[src/rtl/apb_pkg.sv]
// Shared types for the arbitrated APB master: FSM state encoding and the latched request record.
// Pure declarations; no timing or flow control of its own.
package apb_pkg;

    localparam int DEFAULT_TIMEOUT = 15;
    localparam int APB_ADDR_W      = 32;
    localparam int APB_DATA_W      = 32;

    typedef enum logic [1:0] {
        APB_IDLE,
        APB_SETUP,
        APB_ACCESS
    } apb_state_e;

    typedef struct packed {
        logic                  write;
        logic [APB_ADDR_W-1:0] addr;
        logic [APB_DATA_W-1:0] wdata;
    } apb_req_t;

endpackage

[src/rtl/apb_rr_arbiter.sv]
// Round-robin arbiter: combinational one-hot grant, priority starts after the last accepted winner.
// Zero latency; the pointer only moves when i_advance accepts the current grant.
module apb_rr_arbiter #(
    parameter int NUM_REQ = 2
) (
    input  logic               i_clk,
    input  logic               i_rst_n,
    input  logic [NUM_REQ-1:0] i_req,
    input  logic               i_advance,
    output logic [NUM_REQ-1:0] o_grant
);

    localparam int IW = $clog2(NUM_REQ);

    logic [IW-1:0] r_last;
    logic [IW-1:0] w_win;
    logic [IW-1:0] w_idx;
    logic [IW:0]   w_sum;
    logic          w_found;

    // Scan from r_last+1 upward, wrapping at NUM_REQ; the first request seen wins.
    always_comb begin
        o_grant = '0;
        w_win   = r_last;
        w_found = 1'b0;
        w_sum   = '0;
        w_idx   = '0;
        for (int k = 1; k <= NUM_REQ; k++) begin
            w_sum = {1'b0, r_last} + (IW+1)'(k);
            if (w_sum >= (IW+1)'(NUM_REQ)) begin
                w_sum = w_sum - (IW+1)'(NUM_REQ);
            end
            w_idx = w_sum[IW-1:0];
            if (!w_found && i_req[w_idx]) begin
                o_grant[w_idx] = 1'b1;
                w_win          = w_idx;
                w_found        = 1'b1;
            end
        end
    end

    // Reset to the top index so requester 0 is first in line.
    always_ff @(posedge i_clk or negedge i_rst_n) begin
        if (!i_rst_n) begin
            r_last <= IW'(NUM_REQ - 1);
        end else if (i_advance && w_found) begin
            r_last <= w_win;
        end
    end

endmodule

[src/rtl/apb_rr_master.sv]
// Arbitrated APB master: NUM_REQ requesters share one completer; accept->SETUP->ACCESS, rsp 3 cycles after accept with no waits.
// Requesters hold req_valid until req_ready; completer stalls via pready, aborted with error after TIMEOUT ACCESS cycles.
module apb_rr_master import apb_pkg::*; #(
    parameter int NUM_REQ = 2,
    parameter int ADDR_W  = APB_ADDR_W,
    parameter int DATA_W  = APB_DATA_W,
    parameter int TIMEOUT = DEFAULT_TIMEOUT
) (
    input  logic                      pclk,
    input  logic                      presetn,
    input  logic [NUM_REQ-1:0]        req_valid,
    input  logic [NUM_REQ-1:0]        req_write,
    input  logic [NUM_REQ*ADDR_W-1:0] req_addr,
    input  logic [NUM_REQ*DATA_W-1:0] req_wdata,
    output logic [NUM_REQ-1:0]        req_ready,
    output logic [NUM_REQ-1:0]        rsp_valid,
    output logic [DATA_W-1:0]         rsp_rdata,
    output logic                      rsp_err,
    output logic                      psel,
    output logic                      penable,
    output logic                      pwrite,
    output logic [ADDR_W-1:0]         paddr,
    output logic [DATA_W-1:0]         pwdata,
    input  logic [DATA_W-1:0]         prdata,
    input  logic                      pready,
    input  logic                      pslverr
);

    localparam int              CW        = $clog2(TIMEOUT + 1);
    localparam logic [CW-1:0]   LAST_WAIT = CW'(TIMEOUT - 1);

    apb_state_e          r_state;
    apb_state_e          w_state_nxt;
    apb_req_t            w_sel;
    apb_req_t            r_req;
    logic [NUM_REQ-1:0]  w_grant;
    logic [NUM_REQ-1:0]  r_owner;
    logic [NUM_REQ-1:0]  r_rsp_valid;
    logic [DATA_W-1:0]   r_rsp_rdata;
    logic                r_rsp_err;
    logic [CW-1:0]       r_wait_cnt;
    logic                w_accept;
    logic                w_done;
    logic                w_abort;

    apb_rr_arbiter #(.NUM_REQ(NUM_REQ)) u_arb (
        .i_clk     (pclk),
        .i_rst_n   (presetn),
        .i_req     (req_valid),
        .i_advance (w_accept),
        .o_grant   (w_grant)
    );

    // Write data is zeroed for reads at capture so pwdata never leaks stale data.
    always_comb begin
        w_sel = '0;
        for (int i = 0; i < NUM_REQ; i++) begin
            if (w_grant[i]) begin
                w_sel.write = req_write[i];
                w_sel.addr  = APB_ADDR_W'(req_addr[i*ADDR_W +: ADDR_W]);
                w_sel.wdata = req_write[i] ? APB_DATA_W'(req_wdata[i*DATA_W +: DATA_W]) : '0;
            end
        end
    end

    always_comb begin
        w_state_nxt = r_state;
        w_accept    = 1'b0;
        w_done      = 1'b0;
        w_abort     = 1'b0;
        case (r_state)
            APB_IDLE: begin
                if (|req_valid) begin
                    w_accept    = 1'b1;
                    w_state_nxt = APB_SETUP;
                end
            end
            APB_SETUP: w_state_nxt = APB_ACCESS;
            APB_ACCESS: begin
                if (pready) begin
                    w_done      = 1'b1;
                    w_state_nxt = APB_IDLE;
                end else if (r_wait_cnt == LAST_WAIT) begin
                    w_abort     = 1'b1;
                    w_state_nxt = APB_IDLE;
                end
            end
            default: w_state_nxt = APB_IDLE;
        endcase
    end

    always_ff @(posedge pclk or negedge presetn) begin
        if (!presetn) begin
            r_state <= APB_IDLE;
        end else begin
            r_state <= w_state_nxt;
        end
    end

    always_ff @(posedge pclk or negedge presetn) begin
        if (!presetn) begin
            r_req       <= '0;
            r_owner     <= '0;
            r_wait_cnt  <= '0;
            r_rsp_valid <= '0;
            r_rsp_rdata <= '0;
            r_rsp_err   <= 1'b0;
        end else begin
            if (w_accept) begin
                r_req   <= w_sel;
                r_owner <= w_grant;
            end
            if (r_state == APB_SETUP) begin
                r_wait_cnt <= '0;
            end else if (r_state == APB_ACCESS && !pready) begin
                r_wait_cnt <= r_wait_cnt + 1'b1;
            end
            r_rsp_valid <= '0;
            if (w_done) begin
                r_rsp_valid <= r_owner;
                r_rsp_rdata <= r_req.write ? '0 : prdata;
                r_rsp_err   <= pslverr;
            end else if (w_abort) begin
                r_rsp_valid <= r_owner;
                r_rsp_rdata <= '0;
                r_rsp_err   <= 1'b1;
            end
        end
    end

    // Gated by presetn so nothing is offered to requesters while held in reset.
    assign req_ready = presetn ? (w_grant & {NUM_REQ{w_accept}}) : '0;
    assign rsp_valid = r_rsp_valid;
    assign rsp_rdata = r_rsp_rdata;
    assign rsp_err   = r_rsp_err;
    assign psel      = (r_state != APB_IDLE);
    assign penable   = (r_state == APB_ACCESS);
    assign pwrite    = r_req.write;
    assign paddr     = ADDR_W'(r_req.addr);
    assign pwdata    = DATA_W'(r_req.wdata);

endmodule

[config.mk]
export PLATFORM = sky130hd
export DESIGN_NAME = apb_rr_master
export DESIGN_NICKNAME = d
export VERILOG_FILES = /design/src/rtl/apb_pkg.sv /design/src/rtl/apb_rr_arbiter.sv /design/src/rtl/apb_rr_master.sv
export SDC_FILE = /design/constraint.sdc
export NUM_CORES = 1
export LEC_CHECK = 0
export CORE_MARGIN = 2
export CORE_UTILIZATION = 35
export DETAILED_ROUTE_END_ITERATION = 8
export HOLD_SLACK_MARGIN = 0.06
export PLACE_DENSITY = 0.77
export SLEW_MARGIN = 40
export SYNTH_ARGS = -nofsm -noshare
export SYNTH_HDL_FRONTEND = slang
export SYNTH_SLANG_ARGS = --single-unit
[constraint.sdc]
create_clock -name pclk -period 1.8 [get_ports pclk]
set_input_delay 0.54 -clock pclk [delete_from_list [all_inputs] [get_ports pclk]]
set_output_delay 0.54 -clock pclk [all_outputs]
set_load 0.005 [all_outputs]
==> run_1/floorplan.png <==
Pins as bars on the die edge. Tap cells in gray.
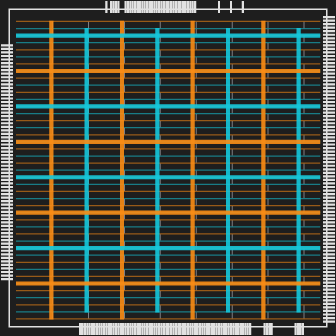
legend:
  cyan:
    net: VDD
  orange:
    net: VSS
met5 straps: 8
tap cells: 176
rows: 42
signal pins: 272
met4 straps: 8
die width: 121 µm
worst vdd ir: 0.000630 V
core box area: 13300 µm²
Die Span Y: 121 µm

==> run_1/class_map.png <==
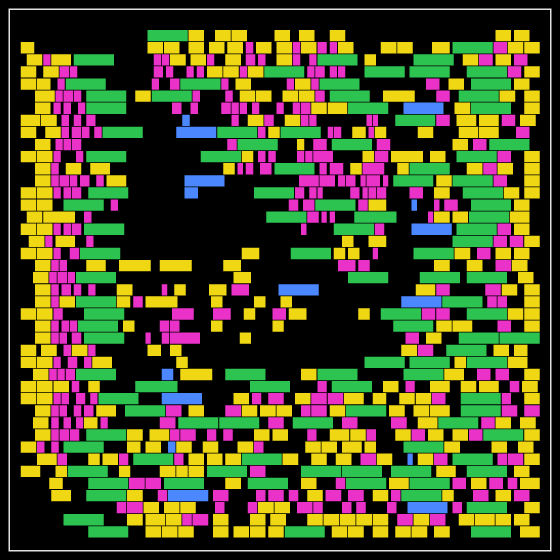
legend:
  green:
    class: sequential cells
    cells: 109
    share_of_their_area: 34%
  magenta:
    class: remaining logic cells
    cells: 281
    share_of_their_area: 23%
  blue:
    class: clock drivers and dummy loads
    cells: 15
    share_of_their_area: 3.2%
  yellow:
    class: remaining buffers and delay cells
    cells: 313
    share_of_their_area: 40%

==> run_1/clock_wires.png <==
Scale bar: 20 µm.
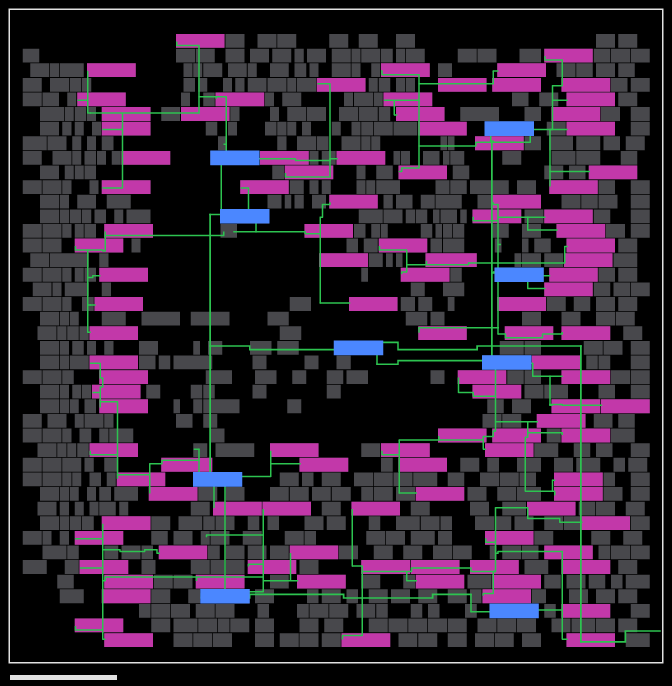
legend:
  magenta:
    item: flip-flops
    count: 109
  green:
    item: clock wires
    length: 1350 µm
  blue:
    item: clock-net drivers
    count: 9
routed clock nets: 10
flops lie: spread over the die
Worst Skew: 0.00852 ns
P_clk: 1.81 mW

==> impl_metrics.tcl, run 1 <==
# flow metrics
set metrics [dict create \
    outcome "finished, violations left" \
    violations "setup timing" \
    flops 109 \
    seqAreaFraction 0.330 \
    grt_usage 0.223 \
    largestPowerGroup "combinational cells" \
    drc 0 \
    grt-busiest-layer "met2" \
    insertion_delay_ns 0.35 \
    postSynthCellCount 440 \
    p_int_mw 8.11 \
    wl_met1_um 6740 \
    gr-usage-met3 0.0677 \
    n_antenna_cell 1 \
    timing.setup.tns_ns -0.228 \
    mux_share 0 \
    path_class "reg2out" \
    nonClkBufAreaFrac 0.387 \
    htree_levels 3 \
    adder_share 0.00519 \
    p_seq_mw 4.26 \
    simple_gate_area_frac 0.141 \
    largest_class "non-clock buffers" \
    ys_types 39 \
    ys_area_um2 4820 \
    hold_ws_ns 0.193 \
    drtIter0Drc 273 \
    ant_nets 0 \
    power_frac_clock 0.149 \
    grt_pass1_vias 4866 \
    finalSetupViolations 2 \
    fp_nets 610 \
    dp_hpwl_um 12100 \
    ys_cells 440 \
    nWellTaps 176 \
    syn_to_final_growth_pct 71.8 \
    min_period_ns 1.93 \
    layout_top_cell "clkdlybuf4s50_1" \
    routed_wl_um 17000 \
    comb-power_mw 6.08 \
    power.density_nw_per_um2 1470 \
    slew_headroom 0.592 \
    finish.net_count 884 \
    cp.buffers_inverters 1 \
    grt_pass1_wl_um 25500 \
    logic_gates 270 \
    power.switching_mw 4.04 \
    avgViaCountPerCell 5.50 \
    final_area_um2 8280 \
    final_cells 895 \
    fillers 1103 \
    p_leak_nw 3.95 \
    fp_util 0.361 \
    setup_slack_ns -0.130 \
    warnings 30 \
    crit_slowest_cell "dfstp_2" \
    n_clock_buffer 11 \
    crit_chain "nand2b_4 > and3_4 > and2_4 > buf_6" \
    final-clk-cell-share 0.0313 \
    logic_area_um2 1820 \
    synthesis.area_um2 4820 \
    final_util 0.621 \
    fmax_mhz 518 \
    io_pins 272 \
    placed_area_um2 7800 \
    worstSetupStartpointType "flip-flop" \
    drt_pre_antenna_iters 5 \
    n_all_inverters 11 \
    synthTopLogicFamily "AND-OR/OR-AND gates" \
    top_layer_used "met4" \
    arrival_ns 1.39 \
    end_kind "output port" \
    numCtsBuffers 9 \
    ys_sh_aoi 0.226 \
    top_area_frac 0.561 \
    cts_hold_buffers 0 \
    tightest_slew_ns 0.611 \
    p_comb_frac 0.501 \
    path_clk_slew_ns 0.07 \
    drt-wirelength-per-cell_um 19.0 \
    met2_usage 0.377 \
    finalHoldViolations 0 \
    met2WireLength_um 8340 \
    vias 4924 \
    min_path_type "in2async" \
    cts.sinks 109 \
]
## run 1: final timing paths
check | cells past startpoint | endpoint | slack (ns) | from
setup / recovery | 4 | req_ready[0] | -0.13 | u_arb.r_last$_DFFE_PN1P_
hold / removal | 2 | rsp_rdata[1]$_DFFE_PN0P_ | 0.19 | presetn
max in group asynchronous | 2 | pwdata[5]$_DFFE_PN0P_ | 1.03 | presetn
hold reg to reg | 1 | r_owner[0]$_DFFE_PN0P_ | 0.48 | r_owner[0]$_DFFE_PN0P_
setup reg to reg | 6 | paddr[26]$_DFFE_PN0P_ | 0.14 | r_state[1]$_DFFE_PN0P_
min in group pclk | 1 | r_owner[0]$_DFFE_PN0P_ | 0.48 | r_owner[0]$_DFFE_PN0P_
## Run 2: what changed since run 1
CTS_BUF_LIST = sky130_fd_sc_hd__clkbuf_4 sky130_fd_sc_hd__clkbuf_8 sky130_fd_sc_hd__clkbuf_16   (was unset)
MAX_ROUTING_LAYER = met4   (was unset)
==> run_2/clock_wires.png <==
Scale bar: 20 µm.
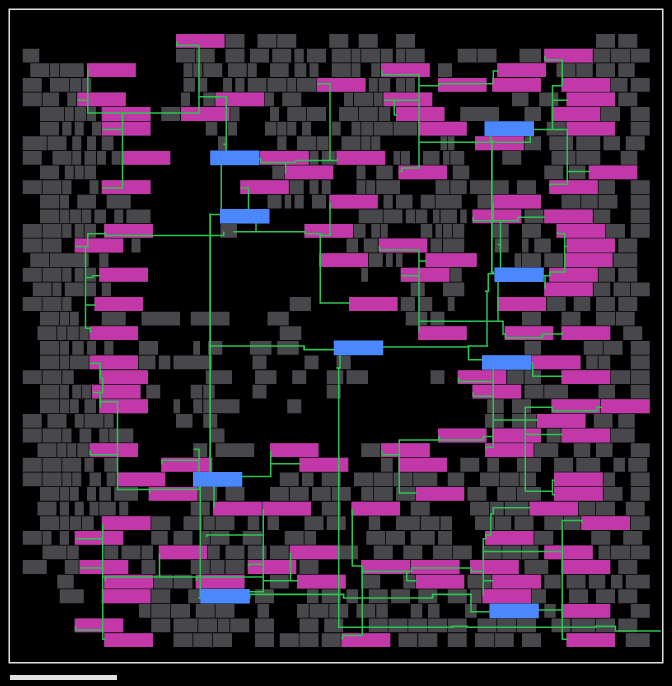
legend:
  green:
    item: clock wires
    length: 1320 µm
  magenta:
    item: flip-flops
    count: 109
  blue:
    item: clock-net drivers
    count: 9
routed clock nets: 10
P_clk: 1.83 mW
clk_lat worst skew: 0.35 ns
clock share of power: 0.150
Worst Skew: 0.00617 ns

==> run 2 against run 1 <==
Effect of this change: the run still ends with setup timing left; sequential power is essentially flat; first-iteration DRC count is 0.37% higher; critical path type unchanged; utilization barely moved; flip-flop count stayed put; hold slack worse by 0.0027 ns; fmax about the same; area after synthesis is the same; clock-buffer cell count unchanged; die area is the same; sequential share of layout area hardly changed; via count decreased by 0.79%; global-route usage rose by 0.64 points.
==> impl_metrics.tcl, run 2 <==
# flow metrics
set metrics [dict create \
    adder_share 0.00519 \
    clock-root-buffer "clkbuf_16" \
    die_h_um 121 \
    ys_area_um2 4820 \
    setup.worst_path.start "u_arb.r_last$_DFFE_PN1P_" \
    power.switching_mw 4.03 \
    cts_tree "done" \
    ir_worst_vdd_v 0.000631 \
    cp.depth 4 \
    p_total_mw 12.2 \
    min_period_ns 1.93 \
    comb-power_mw 6.09 \
    cap_violations 0 \
    post-place-ws_ns -0.792 \
    crit_chain "nand2b_4 > and3_4 > and2_4 > buf_6" \
    placed_area_um2 7800 \
    grt_pass1_wl_um 25500 \
    io_pins 272 \
    ff_type "dfrtp_1" \
    cts.path.max_buffers 2 \
    path_clk_slew_ns 0.07 \
    routed_wl_um 16900 \
    slowest_delay_ns 0.53 \
    setup_slack_ns -0.131 \
    drive_gt1_frac 0.103 \
    synthTopLogicFamily "AND-OR/OR-AND gates" \
    power.density_nw_per_um2 1470 \
    outcome "finished, violations left" \
    p_int_mw 8.14 \
    fmax_mhz 518 \
    tightest_slew_ns 0.614 \
    crit_slowest_cell "dfstp_2" \
    grt_overflow_total 0 \
    r2r-start "r_state[1]$_DFFE_PN0P_" \
    final_layout_top_logic_cells "222 x clkdlybuf4s50_1, 107 x dfrtp_1, 64 x nand3_1, 38 x a21oi_1, 34 x dlymetal6s2s_1" \
    die-width_um 121 \
    top_area_cell "dfrtp_1" \
    switching_share 0.331 \
    largestPowerGroup "combinational cells" \
    synth.top_cells.by_area "dfrtp_1 56%, a221o_1 6.6%, nand3_1 6.6%" \
    drc 0 \
    antenna_found_initial 1 \
    worstSetupStartpointType "flip-flop" \
    hold_ws_ns 0.190 \
    finish.net_count 884 \
    async_flop_share 1.00 \
    grt_max_degree 67 \
    top_area_frac 0.561 \
    ys_cells 440 \
    post-route-period-util 1.07 \
    ff2ff_path_depth 6 \
    dp_hpwl_um 12100 \
    postSynthCellCount 440 \
    grt_pass1_vias 4879 \
    grt_usage 0.229 \
    io_buffer_count 271 \
    synthTopCellsByCount "108 x dfrtp_1, 64 x nand3_1, 38 x a21oi_1, 34 x and3_1" \
    mux_share 0 \
    finalMaxSlewViolations 0 \
    cp.required_ns 1.26 \
    drtIter0Drc 274 \
    numCtsBuffers 9 \
    finalSetupViolations 2 \
    end_kind "output port" \
    synthesis.area_um2 4820 \
    edf_count 0 \
    syn_to_final_growth_pct 71.9 \
    final_area_um2 8290 \
    final_cells 895 \
    drt_pre_antenna_iters 4 \
    layout_top_cell "clkdlybuf4s50_1" \
    fillers 1098 \
    cp_max_fo 2 \
    r2r-end "paddr[24]$_DFFE_PN0P_" \
    core_area_um2 13300 \
    cp-endpoint "req_ready[0]" \
    p_seq_mw 4.25 \
    warnings 30 \
    fp_nets 610 \
    fp_util 0.361 \
    simple_gate_area_frac 0.141 \
    p_comb_frac 0.500 \
    p_leak_nw 3.94 \
    gp_congestion 0.825 \
    drt-wirelength-per-cell_um 18.9 \
    synth_warnings 0 \
    most_common_cell "dfrtp_1" \
    final_util 0.621 \
    arrival_ns 1.39 \
    numSynthFlops 109 \
    die_area_um2 14700 \
    vias 4885 \
    regArea_um2 2730 \
    rsz0062_at_grt "yes" \
    rows 42 \
    htree_levels 3 \
    ant_nets 0 \
    slew_headroom 0.591 \
    xor_area_frac 0 \
    finalHoldViolations 0 \
    avgSynthCellArea_um2 11.0 \
    ys_sh_aoi 0.226 \
    logic_area_um2 1820 \
    avgViaCountPerCell 5.46 \
    ys_types 39 \
    seqPwrFrac 0.350 \
    yosysSeqAreaShare 0.566 \
    r2r_setup_slack_ns 0.15 \
    cp.buffers_inverters 1 \
    cts_hold_buffers 0 \
    cts.sinks 109 \
    path_class "reg2out" \
    crit_family "flip-flops" \
    min_path_type "in2async" \
    dp_cells 864 \
    violations "setup timing" \
    timing.setup.tns_ns -0.230 \
]
==> run 2: per-layer routing <==
metal,up-vias,global-route usage,part of all wire
met5,-,-,0
met4,0,0.0848,0.022
met3,27,0.0620,0.080
met2,227,0.376,0.49
met1,2409,0.271,0.40
li1,2222,-,-
==> run 2: area by class of cell <==
| type | instances | share of cell area |
|---|---|---|
| repair buffers | 313 | 0.387 |
| flip-flops and latches | 109 | 0.329 |
| multi-input cells | 270 | 0.220 |
| clock buffers | 11 | 0.0290 |
| well taps | 176 | 0.0266 |
| inverters | 11 | 0.00498 |
| clock inverters | 4 | 0.00317 |
| diodes | 1 | 0.000302 |
==> run 2: repair_timing <==
item,in CTS,in global routing
pin swaps,1,0
endpoints found under the hold margin,0,0
endpoints found under the setup margin,78,55
resized,33,40
buffers inserted,5,13
Power and IR drop assume default switching activity.
